File: src/rtl/strob_pkg.sv
// strob_pkg: definitions shared by the strob sequencer and the benches next to strobgen.
//   STATE_W      width of the cycle-state code
//   state_e      state codes IDLE=0 K1=1 K2=2 P1=3 P4=4 P5=5 W=6 (7 is illegal)
//   flags_t      decoder flags latched at the end of K1
//   ss_of_state  state -> one-hot strob selector, bit0=ss11 .. bit4=ss15
//   is_mem_state states whose got is supervised by the no-answer timeout
//   next_state   successor of a state given the latched flags and stop
package strob_pkg;

  localparam int STATE_W = 3;
  localparam int SS_W    = 5;

  typedef enum logic [STATE_W-1:0] {
    S_IDLE = 3'd0,
    S_K1   = 3'd1,
    S_K2   = 3'd2,
    S_P1   = 3'd3,
    S_P4   = 3'd4,
    S_P5   = 3'd5,
    S_W    = 3'd6
  } state_e;

  typedef struct packed {
    logic k2;
    logic p1;
    logic p4;
    logic p5;
  } flags_t;

  function automatic logic [SS_W-1:0] ss_of_state(input logic [STATE_W-1:0] s);
    logic [SS_W-1:0] ss;
    case (s)
      S_K1, S_K2: ss = 5'b00010;  // ss12
      S_P1:       ss = 5'b00001;  // ss11
      S_P4:       ss = 5'b00100;  // ss13
      S_P5:       ss = 5'b01000;  // ss14
      S_W:        ss = 5'b10000;  // ss15
      default:    ss = 5'b00000;
    endcase
    return ss;
  endfunction

  function automatic logic is_mem_state(input logic [STATE_W-1:0] s);
    return (s == S_K1) || (s == S_K2) || (s == S_P4);
  endfunction

  // The optional states are visited in the fixed order K2, P1, P4, P5; each
  // state jumps to the first enabled one after itself, otherwise to W.
  function automatic state_e next_state(input state_e s, input flags_t f, input logic halt);
    state_e n;
    n = S_W;
    case (s)
      S_K1: begin
        if (f.k2)      n = S_K2;
        else if (f.p1) n = S_P1;
        else if (f.p4) n = S_P4;
        else if (f.p5) n = S_P5;
      end
      S_K2: begin
        if (f.p1)      n = S_P1;
        else if (f.p4) n = S_P4;
        else if (f.p5) n = S_P5;
      end
      S_P1: begin
        if (f.p4)      n = S_P4;
        else if (f.p5) n = S_P5;
      end
      S_P4: begin
        if (f.p5)      n = S_P5;
      end
      S_P5:    n = S_W;
      S_W:     n = halt ? S_IDLE : S_K1;
      default: n = S_IDLE;
    endcase
    return n;
  endfunction

endpackage

File: src/rtl/strob_seq_timeout.sv
// strob_seq_timeout: no-answer supervisor for memory states.
//   __clk, __rst  clock, synchronous active-high reset
//   mem_state     current state is K1, K2 or P4
//   ss_on         a state strob is currently asserted (not in a gap)
//   got           end-of-state pulse from strobgen
//   enter         the sequencer changes state this clock
//   clr_alarm     clears the sticky alarm
//   fire          combinational: the wait limit is reached at this clock edge
//   alarm         sticky timeout flag
// The counter counts clocks in which a memory strob is up without an answer.
// fire is raised on the edge where the count would reach TIMEOUT_TICKS, so the
// strob is seen high for exactly TIMEOUT_TICKS clocks before the abort.
module strob_seq_timeout #(
  parameter int TIMEOUT_TICKS = 255,
  parameter int TO_W          = 8
) (
  input  logic __clk,
  input  logic __rst,
  input  logic mem_state,
  input  logic ss_on,
  input  logic got,
  input  logic enter,
  input  logic clr_alarm,
  output logic fire,
  output logic alarm
);

  logic [TO_W-1:0] cnt_q;
  logic            inc;

  // A state change wins over the limit: the new state starts with a fresh count.
  assign inc  = mem_state & ss_on & ~got & ~enter;
  assign fire = inc && (cnt_q == TO_W'(TIMEOUT_TICKS - 1));

  always_ff @(posedge __clk) begin
    if (__rst) begin
      cnt_q <= '0;
      alarm <= 1'b0;
    end else begin
      if (enter || got || !mem_state) begin
        cnt_q <= '0;
      end else if (inc) begin
        cnt_q <= cnt_q + TO_W'(1);
      end
      // Setting dominates clearing when both happen in the same clock.
      if (fire) begin
        alarm <= 1'b1;
      end else if (clr_alarm) begin
        alarm <= 1'b0;
      end
    end
  end

endmodule

File: src/rtl/strob_seq.sv
// strob_seq: cycle-state sequencer in front of strobgen.
// Walks one instruction through K1 [K2] [P1] [P4] [P5] W and drives exactly one
// of ss11..ss15 per state. Every state change inserts GAP_TICKS clocks with all
// selectors low so strobgen always sees a fresh rising edge.
//   __clk, __rst      clock, synchronous active-high reset
//   start             begin an instruction cycle (IDLE only, blocked by alarm)
//   stop              sampled at the end of W: 1 -> IDLE, 0 -> next K1
//   need_k2..need_p5  decoder flags, latched at the end of K1
//   got               end-of-state pulse from strobgen
//   clr_alarm         clears the sticky alarm
//   ss11..ss15        registered state strob selectors
//   state             current state code (also the FSM debug view)
//   busy              state != IDLE
//   cycle_done        one-clock pulse after leaving W
//   alarm             sticky memory-timeout flag
// Handshake: start is a level request consumed in the clock it is seen in IDLE
// with no alarm; got is strobgen's answer and its falling edge (got registered
// high, got now low) completes the current state. Falling edges seen during a
// gap or in IDLE are discarded; nothing is queued.
module strob_seq
  import strob_pkg::*;
#(
  parameter int GAP_TICKS     = 1,
  parameter int TIMEOUT_TICKS = 255,
  parameter int TO_W          = 8
) (
  input  logic               __clk,
  input  logic               __rst,
  input  logic               start,
  input  logic               stop,
  input  logic               need_k2,
  input  logic               need_p1,
  input  logic               need_p4,
  input  logic               need_p5,
  input  logic               got,
  input  logic               clr_alarm,
  output logic               ss11,
  output logic               ss12,
  output logic               ss13,
  output logic               ss14,
  output logic               ss15,
  output logic [STATE_W-1:0] state,
  output logic               busy,
  output logic               cycle_done,
  output logic               alarm
);

  localparam int GAP_W = (GAP_TICKS > 1) ? $clog2(GAP_TICKS + 1) : 1;
  localparam logic [GAP_W-1:0] GAP_LOAD = GAP_W'(GAP_TICKS);

  state_e          state_q, state_d, nxt;
  logic [SS_W-1:0] ss_q, ss_d;
  logic [GAP_W-1:0] gap_q, gap_d;
  flags_t          flags_q, flags_d, flags_in, flags_eff;
  logic            done_q, done_d;
  logic            got_q;
  logic            adv, in_gap, active, enter;
  logic            to_fire, alarm_q;

  assign adv    = got_q & ~got;
  assign in_gap = (gap_q != '0);
  assign active = (state_q >= S_K1) && (state_q <= S_W);
  assign enter  = adv & ~in_gap & active;

  // In K1 the flags are being latched on this very advance, so the successor
  // must be chosen from the live decoder inputs rather than the held copy.
  assign flags_in  = {need_k2, need_p1, need_p4, need_p5};
  assign flags_eff = (state_q == S_K1) ? flags_in : flags_q;
  assign nxt       = next_state(state_q, flags_eff, stop);

  strob_seq_timeout #(
    .TIMEOUT_TICKS (TIMEOUT_TICKS),
    .TO_W          (TO_W)
  ) u_timeout (
    .__clk     (__clk),
    .__rst     (__rst),
    .mem_state (is_mem_state(state_q)),
    .ss_on     (|ss_q),
    .got       (got),
    .enter     (enter),
    .clr_alarm (clr_alarm),
    .fire      (to_fire),
    .alarm     (alarm_q)
  );

  always_ff @(posedge __clk) begin
    if (__rst) begin
      state_q <= S_IDLE;
      ss_q    <= '0;
      gap_q   <= '0;
      flags_q <= '0;
      done_q  <= 1'b0;
      got_q   <= 1'b0;
    end else begin
      state_q <= state_d;
      ss_q    <= ss_d;
      gap_q   <= gap_d;
      flags_q <= flags_d;
      done_q  <= done_d;
      got_q   <= got;
    end
  end

  always_comb begin
    state_d = state_q;
    ss_d    = ss_q;
    gap_d   = gap_q;
    flags_d = flags_q;
    done_d  = 1'b0;
    if (to_fire) begin
      // Memory never answered: abandon the instruction without cycle_done.
      state_d = S_IDLE;
      ss_d    = '0;
      gap_d   = '0;
    end else begin
      case (state_q)
        S_IDLE: begin
          // No gap needed: all selectors are already low in IDLE.
          if (start && !alarm_q) begin
            state_d = S_K1;
            ss_d    = ss_of_state(S_K1);
          end
        end
        S_K1, S_K2, S_P1, S_P4, S_P5, S_W: begin
          if (in_gap) begin
            gap_d = gap_q - GAP_W'(1);
            if (gap_q == GAP_W'(1)) begin
              ss_d = ss_of_state(state_q);
            end
          end else if (adv) begin
            state_d = nxt;
            ss_d    = '0;
            gap_d   = (nxt == S_IDLE) ? '0 : GAP_LOAD;
            if (state_q == S_K1) begin
              flags_d = flags_in;
            end
            if (state_q == S_W) begin
              done_d = 1'b1;
            end
          end
        end
        default: begin
          state_d = S_IDLE;
          ss_d    = '0;
          gap_d   = '0;
        end
      endcase
    end
  end

  assign ss11       = ss_q[0];
  assign ss12       = ss_q[1];
  assign ss13       = ss_q[2];
  assign ss14       = ss_q[3];
  assign ss15       = ss_q[4];
  assign state      = state_q;
  assign busy       = (state_q != S_IDLE);
  assign cycle_done = done_q;
  assign alarm      = alarm_q;

endmodule

File: config.mk
export PLATFORM = sky130hd
export DESIGN_NAME = strob_seq
export DESIGN_NICKNAME = d
export VERILOG_FILES = /design/src/rtl/strob_pkg.sv /design/src/rtl/strob_seq_timeout.sv /design/src/rtl/strob_seq.sv
export SDC_FILE = /design/constraint.sdc
export NUM_CORES = 1
export LEC_CHECK = 0
export CORE_UTILIZATION = 55
export DETAILED_ROUTE_END_ITERATION = 6
export GPL_TIMING_DRIVEN = 0
export PLACE_DENSITY = 0.94
export REMOVE_ABC_BUFFERS = 1
export SYNTH_ARGS = -nofsm -noshare
export SYNTH_HDL_FRONTEND = slang
export SYNTH_SLANG_ARGS = --single-unit
File: constraint.sdc
create_clock -name __clk -period 3.2 [get_ports __clk]
set_input_delay 0.32 -clock __clk [delete_from_list [all_inputs] [get_ports __clk]]
set_output_delay 0.32 -clock __clk [all_outputs]
set_load 0.005 [all_outputs]
==> run_1/ff_map.png <==
Scale: 12 px per um.
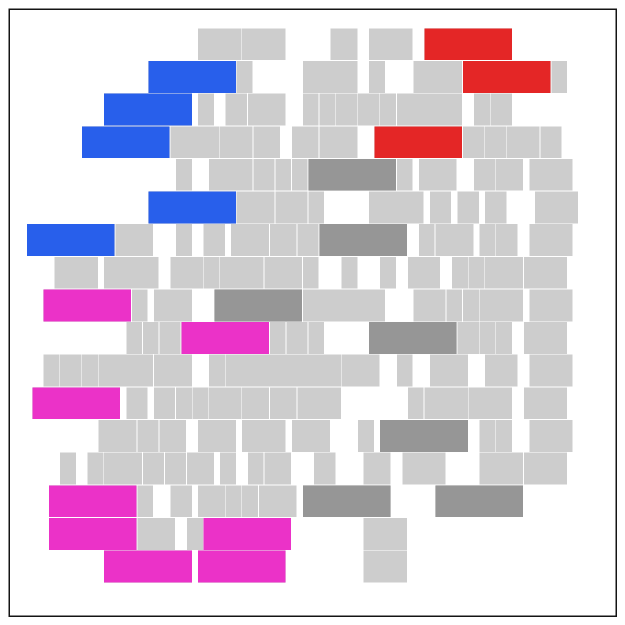
state: in red, sequential cells 3. ss_q: in blue, sequential cells 5, where top left. u_timeout.cnt_q: in magenta, sequential cells 8, where bottom left.
Another 7 sequential cells are not colored.
Seq area share: 0.308
area occupied by registers: 460 um^2

==> run_1/placed.png <==
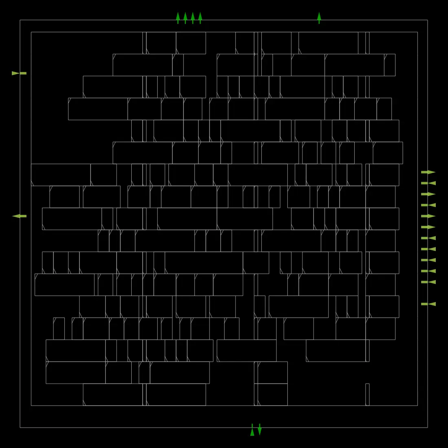
Rows: 17
final core occ: 0.675
core area: 2210 um^2

==> run_1/layers.png <==
Scale: 8 px per um. Only two layers are drawn.
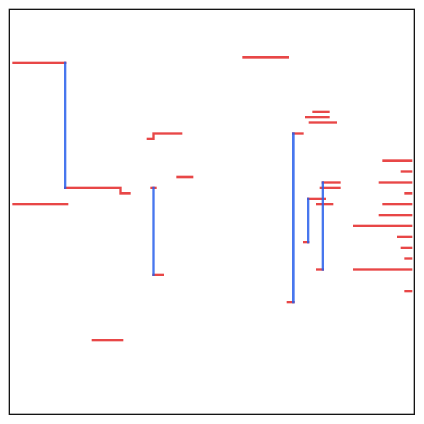
M3: in red, wire length 92.9 um. M4: in blue, wire length 63.9 um.
DR vias: 1,200
Total Wirelength: 2860 um

==> run_1/route_heat.png <==
Scale: 8 px per um. 10 x 10 tiles, from dark blue (low) to red (high), scaled to the fullest tile. Values are wire area over tile area, all layers added.
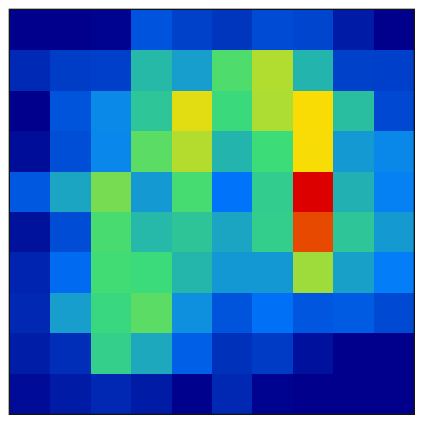
The densest ninth of the die: right middle. The emptiest ninth of the die: bottom right. 16% of the tiles are over half the peak. The mean over all tiles is 0.18.
All-Layer GR Usage: 0.247
detailed-route wire length per cell: 14.4 um

==> flow report, run 1 <==
SETUP PATH
------------------------------------------------------------------------------------------------------
Register-to-register path setup slack                                                          1.07 ns
End of the worst register-to-register path                                                ss_q[3]$_SDFFE_PP0P_
Critical path launch point type                                                               register
Start point of the critical path                                                          state[2]$_SDFFE_PP0P_
Number of cell instances on the worst register-to-register path                                      5
Endpoint arrival time on the critical path                                                     2.02 ns
Worst Setup EP                                                                                    busy
Type of element capturing the critical path                                                 output pin

CLOCK TREE
------------------------------------------------------------------------------------------------------
Gates resized, CTS repair                                                                            0
Clock transition at the register clock pins on the worst setup and hold paths after CTS        0.12 ns
Total setup buffers inserted after CTS                                                               0
Clock root buffer                                                                         sky130_fd_sc_hd__clkbuf_4

DIE
------------------------------------------------------------------------------------------------------
Die height                                                                                     50.5 um
Die outline width                                                                              50.5 um

SYNTH
------------------------------------------------------------------------------------------------------
Number of cell instances after yosys synthesis                                                     158
Sequential area share after synthesis                                                            0.357
Dominant cell type by area after synthesis                                                sky130_fd_sc_hd__dfxtp_1
Synthesized registers                                                                               23
Main area contributors                                                                    sky130_fd_sc_hd__dfxtp_1 36%, sky130_fd_sc_hd__nor2_1 7.8%, sky130_fd_sc_hd__a21oi_1 3.9%, sky130_fd_sc_hd__xnor2_1 3.4%, sky130_fd_sc_hd__nand2_1 3.2%

STA
------------------------------------------------------------------------------------------------------
Upper clock frequency limit                                                                    428 MHz
Total count of max-transition violations in the final report                                         0
Total negative slack                                                                              0 ns

LAYOUT
------------------------------------------------------------------------------------------------------
NumNets Final                                                                                      184
Area growth from synthesis to layout                                                             15.7%
Number of antenna cells inserted                                                                     0

PLACEMENT
------------------------------------------------------------------------------------------------------
Sum of net half-perimeters after detailed placement                                            2110 um
Post-DP Area                                                                                 1470 um^2
Routability cong.                                                                                0.851

DRT
------------------------------------------------------------------------------------------------------
DRC errors left                                                                                      0
Antenna Violating Nets Remaining                                                                     0
DR iter-0 viols                                                                                     26

GLOBAL ROUTING
------------------------------------------------------------------------------------------------------
Vias in the first global route                                                                   1,117
Overflow after GRT                                                                                   0

STATUS
------------------------------------------------------------------------------------------------------
Run status                                                                                finished clean

MIN PATH
------------------------------------------------------------------------------------------------------
Worst Min Path Start                                                                      ss_q[0]$_SDFFE_PP0P_

-- run 1: sequential cells by signal, indices dropped and copies added, names as in the netlist --
register         count
gap_q                1
ss_q                 5
got_q                1
cycle_done           1
state                3
u_timeout.cnt_q      8
flags_q              3
u_timeout.alarm      1
-- run 1: cells in the final DEF, fill, tap and decap left out, drive strengths merged, types with 3 or more instances in the layout --
cell           Yosys  layout
nand3              4       4
mux2i              3       3
nor3               4       4
o21ai              9       9
a32oi              4       4
dfxtp             23      23
clkdlybuf4s50      0      20
xnor2              5       5
inv               10      10
clkbuf             3       4
a21oi             10      10
nor2              27      27
nand2             11      11
-- run 1: worst min-delay path by stage --
| stage | slack (ns) | endpoint | cells after the start |
|---|---|---|---|
| after floorplan | 0.39 | got_q$_SDFF_PP0_ | 1 |
| after global placement | 0.46 | ss_q[1]$_SDFFE_PP0P_ | 2 |
| after detailed placement | 0.47 | ss_q[1]$_SDFFE_PP0P_ | 2 |
| after CTS | 0.49 | ss_q[0]$_SDFFE_PP0P_ | 2 |
| after global routing | 0.50 | ss_q[0]$_SDFFE_PP0P_ | 2 |
| final | 0.49 | ss_q[0]$_SDFFE_PP0P_ | 2 |
-- run 1: cell families after synthesis --
group,Yosys count,synth area share
AND-OR/OR-AND,40,0.241
XOR/XNOR,7,0.0475
adder cells (fa/ha/maj),2,0.0194
buffers and inverters,21,0.0746
flip-flops,23,0.357
multiplexers,4,0.0320
AND/OR/NAND/NOR,61,0.229
-- run 1: final cells by class --
type	count	area, um^2
clock buffer	4	26.3
fill	179	718
inverter	10	37.5
multi-input combinational	114	734
sequential	23	460
tap	28	35.0
timing repair buffer	20	200
-- run 1: power by group --
group	total [mW]	switching (mW)	internal (mW)	leakage, nW
Sequential	0.382	0.0730	0.309	0.186
Clock	0.132	0.0836	0.0486	0.0150
Combinational	0.339	0.182	0.158	0.301
Total	0.854	0.338	0.515	0.502
-- run 1: through the flow --
stage | cells | power, mW | utilization | setup slack (ns)
after global routing | 199 | 0.907 | 0.675 | 0.751
after CTS | 199 | 0.853 | 0.675 | 0.897
after global placement | 195 | 0.700 | 0.663 | 1.09
after detailed placement | 195 | 0.721 | 0.663 | 1.07
final | 199 | 0.854 | 0.675 | 0.861
after floorplan | 147 | 0.601 | - | 1.40
-- run 1: routing by layer --
layer	global-route usage	vias up	part of all wire	wire length, um
met3	0.0212	10	0.032	92
met1	0.295	566	0.43	1240
met5	0	-	0	0
met4	0.130	0	0.022	63
li1	-	584	-	-
met2	0.433	40	0.51	1460
-- run 1: worst max-delay path: stages, from the launching register on --
cell                              delay [ns]
sky130_fd_sc_hd__dfxtp_1                0.81
sky130_fd_sc_hd__nor2_1                 0.17
sky130_fd_sc_hd__nand2_1                0.20
sky130_fd_sc_hd__clkdlybuf4s50_1        0.53
--- run 2 (diff from run 1) ---
--- a/config.mk
+++ b/config.mk
@@ -5,10 +5,10 @@
 export SDC_FILE = /design/constraint.sdc
 export NUM_CORES = 1
 export LEC_CHECK = 0
-export CORE_UTILIZATION = 55
+export CORE_UTILIZATION = 47
 export DETAILED_ROUTE_END_ITERATION = 6
 export GPL_TIMING_DRIVEN = 0
-export PLACE_DENSITY = 0.94
+export PLACE_DENSITY = 0.86
 export REMOVE_ABC_BUFFERS = 1
 export SYNTH_ARGS = -nofsm -noshare
 export SYNTH_HDL_FRONTEND = slang
==> constraint.sdc (replaced) <==
create_clock -name __clk -period 2.15 [get_ports __clk]
set_input_delay 0.215 -clock __clk [delete_from_list [all_inputs] [get_ports __clk]]
set_output_delay 0.215 -clock __clk [all_outputs]
set_load 0.005 [all_outputs]
==> run_2/ff_map.png <==
Scale: 10 px per um.
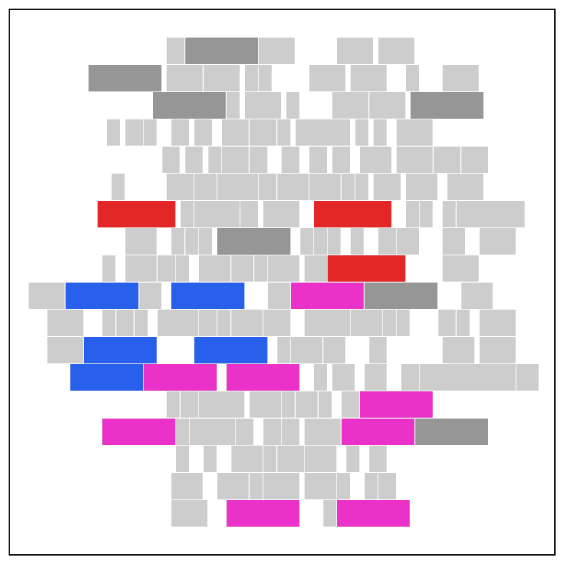
state: in red, sequential cells 3. ss_q: in blue, sequential cells 5. u_timeout.cnt_q: in magenta, sequential cells 8, where bottom middle.
area occupied by registers: 464 um^2
final core occ: 0.591
Seq. pwr: 0.574 mW
Seq area share: 0.309

==> run 2 against run 1 <==
Net effect: power is 52% higher; die area is 16% higher; via count is 1.3% lower; routed wire length is 1.5% higher; core utilization is 8.4 points lower; synthesized area stayed put; synthesized cell count stayed put; global-route usage is 3.1 points lower; flip-flop count stayed put; setup slack worse by 0.73 ns; cell count is 1.0% higher; highest routed layer unchanged.
==> flow report, run 2 <==
DRT
-------------------------------------------------------------------
Total Wirelength                                            2900 um   +1.5%
Antenna Violating Nets Remaining                                  0   unchanged
DRC errors left                                                   0   unchanged
DR iter-0 viols                                                  33   +27%
Routed wl met3                                               151 um   +64%
DR vias                                                       1,185   -1.3%
Detailed-route wire length per cell                         14.4 um   +0.46%
Top Layer Used                                                 met4
Met1 wire length                                            1300 um   +4.4%

LAYOUT
-------------------------------------------------------------------
Most frequent logic cell in the layout                 sky130_fd_sc_hd__nor2_1
Number of antenna cells inserted                                  0   unchanged
NumNets Final                                                   184   unchanged
Number of flip-flops under the largest register name              8   unchanged
Registers with the highest flip-flop counts            u_timeout.cnt_q x8, ss_q x5
Register with the highest flop count                   u_timeout.cnt_q
Area growth from synthesis to layout                          16.5%
Top Layout Cells                                       27 x sky130_fd_sc_hd__nor2_1, 20 x sky130_fd_sc_hd__dfxtp_1, 20 x sky130_fd_sc_hd__clkdlybuf4s50_1
Finished Layout Cells                                           201   +1.0%

STATUS
-------------------------------------------------------------------
Run status                                             finished clean

PLACEMENT
-------------------------------------------------------------------
Cell total after placement                                      197   +1.0%
Sum of net half-perimeters after detailed placement         2140 um   +1.0%
Routability cong.                                             0.889   +4.4%

STA
-------------------------------------------------------------------
Upper clock frequency limit                                 496 MHz

SYNTH
-------------------------------------------------------------------
Main area contributors                                 sky130_fd_sc_hd__dfxtp_1 36%, sky130_fd_sc_hd__nor2_1 7.8%, sky130_fd_sc_hd__a21oi_1 3.9%, sky130_fd_sc_hd__xnor2_1 3.4%, sky130_fd_sc_hd__nand2_1 3.2%
Dominant cell type by area after synthesis             sky130_fd_sc_hd__dfxtp_1
Sequential area share after synthesis                         0.357   unchanged

GLOBAL ROUTING
-------------------------------------------------------------------
All-Layer GR Usage                                            0.216   -0.0307
Overflow after GRT                                                0   unchanged

DIE
-------------------------------------------------------------------
Rows                                                             18   +1
Die height                                                  54.4 um   +7.8%

CLOCK TREE
-------------------------------------------------------------------
Clock root buffer                                      sky130_fd_sc_hd__clkbuf_4

SETUP PATH
-------------------------------------------------------------------
Type of element capturing the critical path              output pin
Critical path launch point type                            register

POWER AND IR DROP
-------------------------------------------------------------------
Overall power after layout                                  1.30 mW   +52%

run 2: power by group:
group,internal (mW),switching [mW]
registers,0.464,0.110
logic,0.234,0.272
clock network,0.0714,0.147
total,0.770,0.529
run 2: cell type report:
type,instances,area (um^2)
fill,220,1040
multi-input combinational,114,734
sequential,23,464
timing repair buffer,20,200
inverter,10,37.5
tap,30,37.5
clock buffer,3,22.5
clock inverter,1,7.51
run 2: critical path: stages (launching register included):
cell and delay [ns]:
sky130_fd_sc_hd__dfxtp_2 0.61, sky130_fd_sc_hd__nor2_1 0.15, sky130_fd_sc_hd__nand2_1 0.18, sky130_fd_sc_hd__clkdlybuf4s50_1 0.53
run 2: routing by layer:
layer  GRT usage  up-vias
li1            -      579
met1       0.261      557
met2       0.364       44
met3      0.0250        5
met4       0.128        0
met5           0        -
run 2: final timing paths:
kind	startpoint	endpoint	slack [ns]	cells after the start
max	state[2]$_SDFFE_PP0P_	busy	0.13	3
min	ss_q[1]$_SDFFE_PP0P_	ss_q[1]$_SDFFE_PP0P_	0.49	2
max reg2reg	state[2]$_SDFFE_PP0P_	ss_q[3]$_SDFFE_PP0P_	0.20	5
min reg2reg	ss_q[1]$_SDFFE_PP0P_	ss_q[1]$_SDFFE_PP0P_	0.49	2
run 2: timing repair:
action	in CTS	in global routing
gates resized	1	2
endpoints found under the hold margin	0	0
pin swaps	0	0
buffers inserted	0	0
setup endpoints to repair	10	11
run 2: logic make-up after synthesis:
kind of cell | count (synthesis) | share of synthesized area
multiplexers | 4 | 0.0320
AND/OR/NAND/NOR | 61 | 0.229
buffers and inverters | 21 | 0.0746
AND-OR/OR-AND | 40 | 0.241
XOR/XNOR | 7 | 0.0475
flip-flops | 23 | 0.357
adder cells (fa/ha/maj) | 2 | 0.0194
run 2: per-stage QoR:
step,setup slack [ns],TNS [ns],cell area [um^2]
after CTS,0.0337,0,1500
after floorplan,0.347,0,1230
after detailed placement,-0.0140,-0.0549,1470
after global placement,0.0916,0,1470
final,0.133,0,1500
after global routing,0.0421,0,1500
--- run 3 (diff from run 2) ---
--- a/config.mk
+++ b/config.mk
@@ -5,6 +5,7 @@
 export SDC_FILE = /design/constraint.sdc
 export NUM_CORES = 1
 export LEC_CHECK = 0
+export ABC_AREA = 1
 export CORE_UTILIZATION = 47
 export DETAILED_ROUTE_END_ITERATION = 6
 export GPL_TIMING_DRIVEN = 0
==> run_3/route_heat.png <==
Scale: 6 px per um. 11 x 11 tiles, from dark blue (low) to red (high), scaled to the fullest tile. Values are wire area over tile area, all layers added.
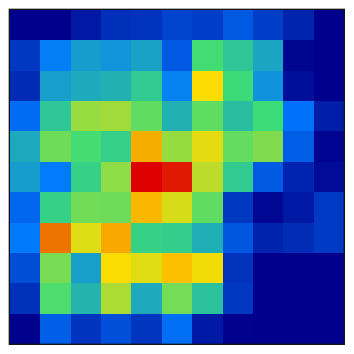
The fullest tile reaches 0.47. 28% of the tiles are over half the peak. 16% of the tiles are nearly empty. The emptiest ninth of the die: bottom right. The densest ninth of the die: middle. The mean over all tiles is 0.15.

==> run 3 against run 2 <==
Net effect: power increased by 31%; sequential power decreased by 2%; synthesized cell count increased by 29%; clock power decreased by 7%.
==> flow report, run 3 <==
STATUS
--------------------------------------------------------------------
Run status                                              finished clean

GLOBAL ROUTING
--------------------------------------------------------------------
Overflow after GRT                                                 0   unchanged
Largest net degree at the start of global routing                 14
All-Layer GR Usage                                             0.203   -0.0125

DRT
--------------------------------------------------------------------
Total Wirelength                                             2960 um   +2.1%
DRC errors left                                                    0   unchanged
DR iter-0 viols                                                   45   +36%
Detailed-route wire length per cell                          11.6 um   -20%
DR vias                                                        1,333   +12%
Antenna Violating Nets Remaining                                   0   unchanged

POWER AND IR DROP
--------------------------------------------------------------------
Internal Dissipation                                        0.884 mW   +15%
Gate power share                                               0.548   +0.158
Switching power share of the total                             0.480   +0.0725
Power dissipated by switching net loads                     0.815 mW   +54%
Portion of total power attributed to sequential cells          0.332   -0.110

SYNTH
--------------------------------------------------------------------
Sequential area share after synthesis                          0.341   -0.0155
Post-synthesis instance area                               1350 um^2
Dominant cell type by area after synthesis              sky130_fd_sc_hd__dfxtp_1
Fraction of registers with async set/reset                         0
Main area contributors                                  sky130_fd_sc_hd__dfxtp_1 34%, sky130_fd_sc_hd__nand2_1 16%, sky130_fd_sc_hd__a21oi_1 6.7%, sky130_fd_sc_hd__inv_1 6.7%, sky130_fd_sc_hd__nand3_1 6.3%

DIE
--------------------------------------------------------------------
Rows                                                              19   +1
Die height                                                   55.6 um   +2.2%

CLOCK TREE
--------------------------------------------------------------------
Total setup buffers inserted after CTS                             0   unchanged
Clock root buffer                                       sky130_fd_sc_hd__clkbuf_4

SETUP PATH
--------------------------------------------------------------------
Critical path buffer and inverter count                            2   +1
Type of element capturing the critical path               output pin
Critical path launch point type                             register
Peak per-stage delay on the critical path                    0.63 ns   +0.02 ns
CP max stage cell                                       sky130_fd_sc_hd__dfxtp_1
Crit-path cells                                         inv_2 > nand2_4 > clkdlybuf4s50_1

PLACEMENT
--------------------------------------------------------------------
Sum of net half-perimeters after detailed placement          2250 um   +5.5%
Routability cong.                                              0.934   +5.1%

LAYOUT
--------------------------------------------------------------------
Registers with the highest flip-flop counts             u_timeout.cnt_q x8, ss_q x5
Number of flip-flops under the largest register name               8   unchanged
Number of antenna cells inserted                                   0   unchanged
Area growth from synthesis to layout                           17.6%
Register with the highest flop count                    u_timeout.cnt_q
Fill cell total of the finished layout                           255   +16%
Top Layout Cells                                        56 x sky130_fd_sc_hd__nand2_1, 24 x sky130_fd_sc_hd__inv_1, 23 x sky130_fd_sc_hd__dfxtp_1
Final core occ                                                 0.581   -0.0102
NumNets Final                                                    238   +29%
Logic area                                                  747 um^2   +1.7%
Most frequent logic cell in the layout                  sky130_fd_sc_hd__nand2_1

STA
--------------------------------------------------------------------
Total negative slack                                            0 ns   unchanged
Upper clock frequency limit                                  500 MHz   +0.86%

run 3: path summary, 6_finish.rpt:
path | startpoint | to | slack [ns] | cells past startpoint
max reg2reg | state[0]$_SDFFE_PP0P_ | ss_q[0]$_SDFFE_PP0P_ | 0.18 | 9
max | state[0]$_SDFFE_PP0P_ | busy | 0.15 | 3
min | ss_q[4]$_SDFFE_PP0P_ | ss_q[4]$_SDFFE_PP0P_ | 0.49 | 2
min reg2reg | ss_q[4]$_SDFFE_PP0P_ | ss_q[4]$_SDFFE_PP0P_ | 0.49 | 2
run 3: final cells by class:
cell class | count | area share
multi-input cells | 149 | 0.470
flip-flops and latches | 23 | 0.290
repair buffers | 20 | 0.126
inverters | 29 | 0.0717
well taps | 31 | 0.0244
clock buffers | 3 | 0.0142
clock inverters | 1 | 0.00315
run 3: worst register-to-register path: cells and delay by family (launching register included):
| kind | cells | cell delay [ns] |
|---|---|---|
| AOI/OAI and AO/OA | 1 | 0.06 |
| buffers and inverters | 2 | 0.13 |
| DFF | 1 | 0.63 |
| and+or+nand+nor | 6 | 1.05 |
run 3: layer usage:
layer / vias to the layer above / global-route usage / part of all wire
li1: 690 / - / -
met1: 594 / 0.247 / 0.45
met3: 6 / 0.0395 / 0.050
met5: - / 0 / 0
met4: 0 / 0.0786 / 0.017
met2: 43 / 0.353 / 0.48
run 3: kinds of logic (layout without fill, tap and decap cells):
kind of cell	Yosys count	count (layout)	share of synthesized area
flops	23	23	0.341
buf+inv	32	53	0.106
fa+ha+maj	2	2	0.0185
compound gates	29	29	0.113
simple gates	113	113	0.389
xor+xnor	5	5	0.0324
run 3: power groups by stage:
| stage | combinational, mW | clock [mW] | sequential [mW] |
|---|---|---|---|
| after floorplan | 0.650 | 0 | 0.557 |
| after global placement | 0.899 | 0 | 0.569 |
| after detailed placement | 0.914 | 0 | 0.573 |
| after CTS | 0.925 | 0.213 | 0.563 |
| after global routing | 1.04 | 0.233 | 0.571 |
| final | 0.932 | 0.203 | 0.564 |
run 3: per-stage QoR:
step	hold WS (ns)	cell area [um^2]	worst slack, ns	cells	power (mW)
after floorplan	0.284	1320	0.523	201	1.21
after global placement	0.468	1560	0.251	252	1.47
after detailed placement	0.476	1560	0.254	252	1.49
after CTS	0.495	1590	0.163	256	1.70
after global routing	0.506	1590	0.0831	256	1.84
final	0.492	1590	0.151	256	1.70

==> notes/layouts.md <==
Pictures saved along the way, in no particular order.

Wires at chosen ports, followed through buffers.
picture 1
Scale: 8 px per um.
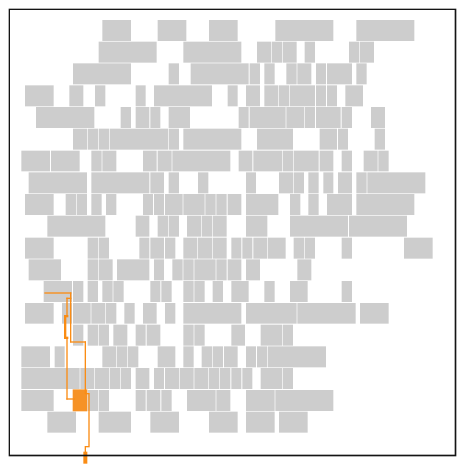
picture 2
Scale: 10 px per um.
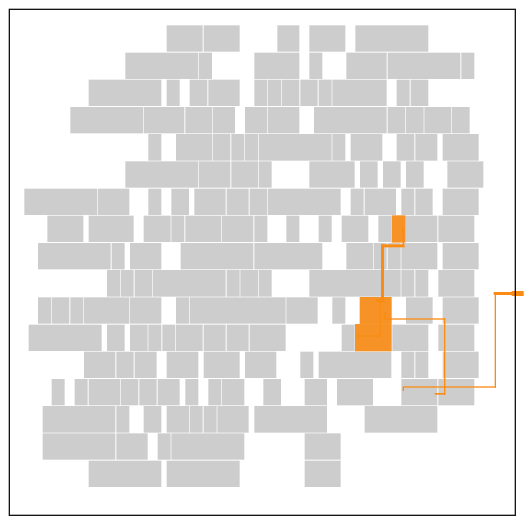
picture 3
Scale: 8 px per um.
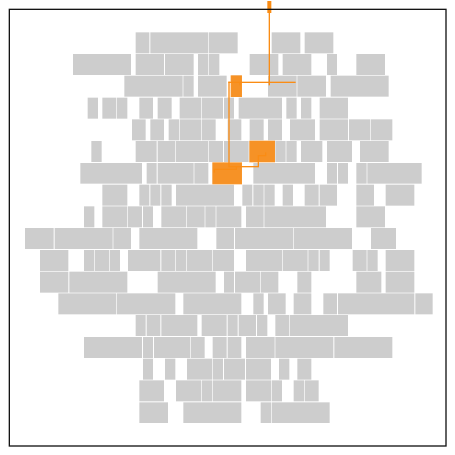
- picture 3 = run 2
- picture 2 = run 1
- picture 1 = run 3
- smallest die: picture 2
- most cells: picture 1

Power and IR drop assume default switching activity.
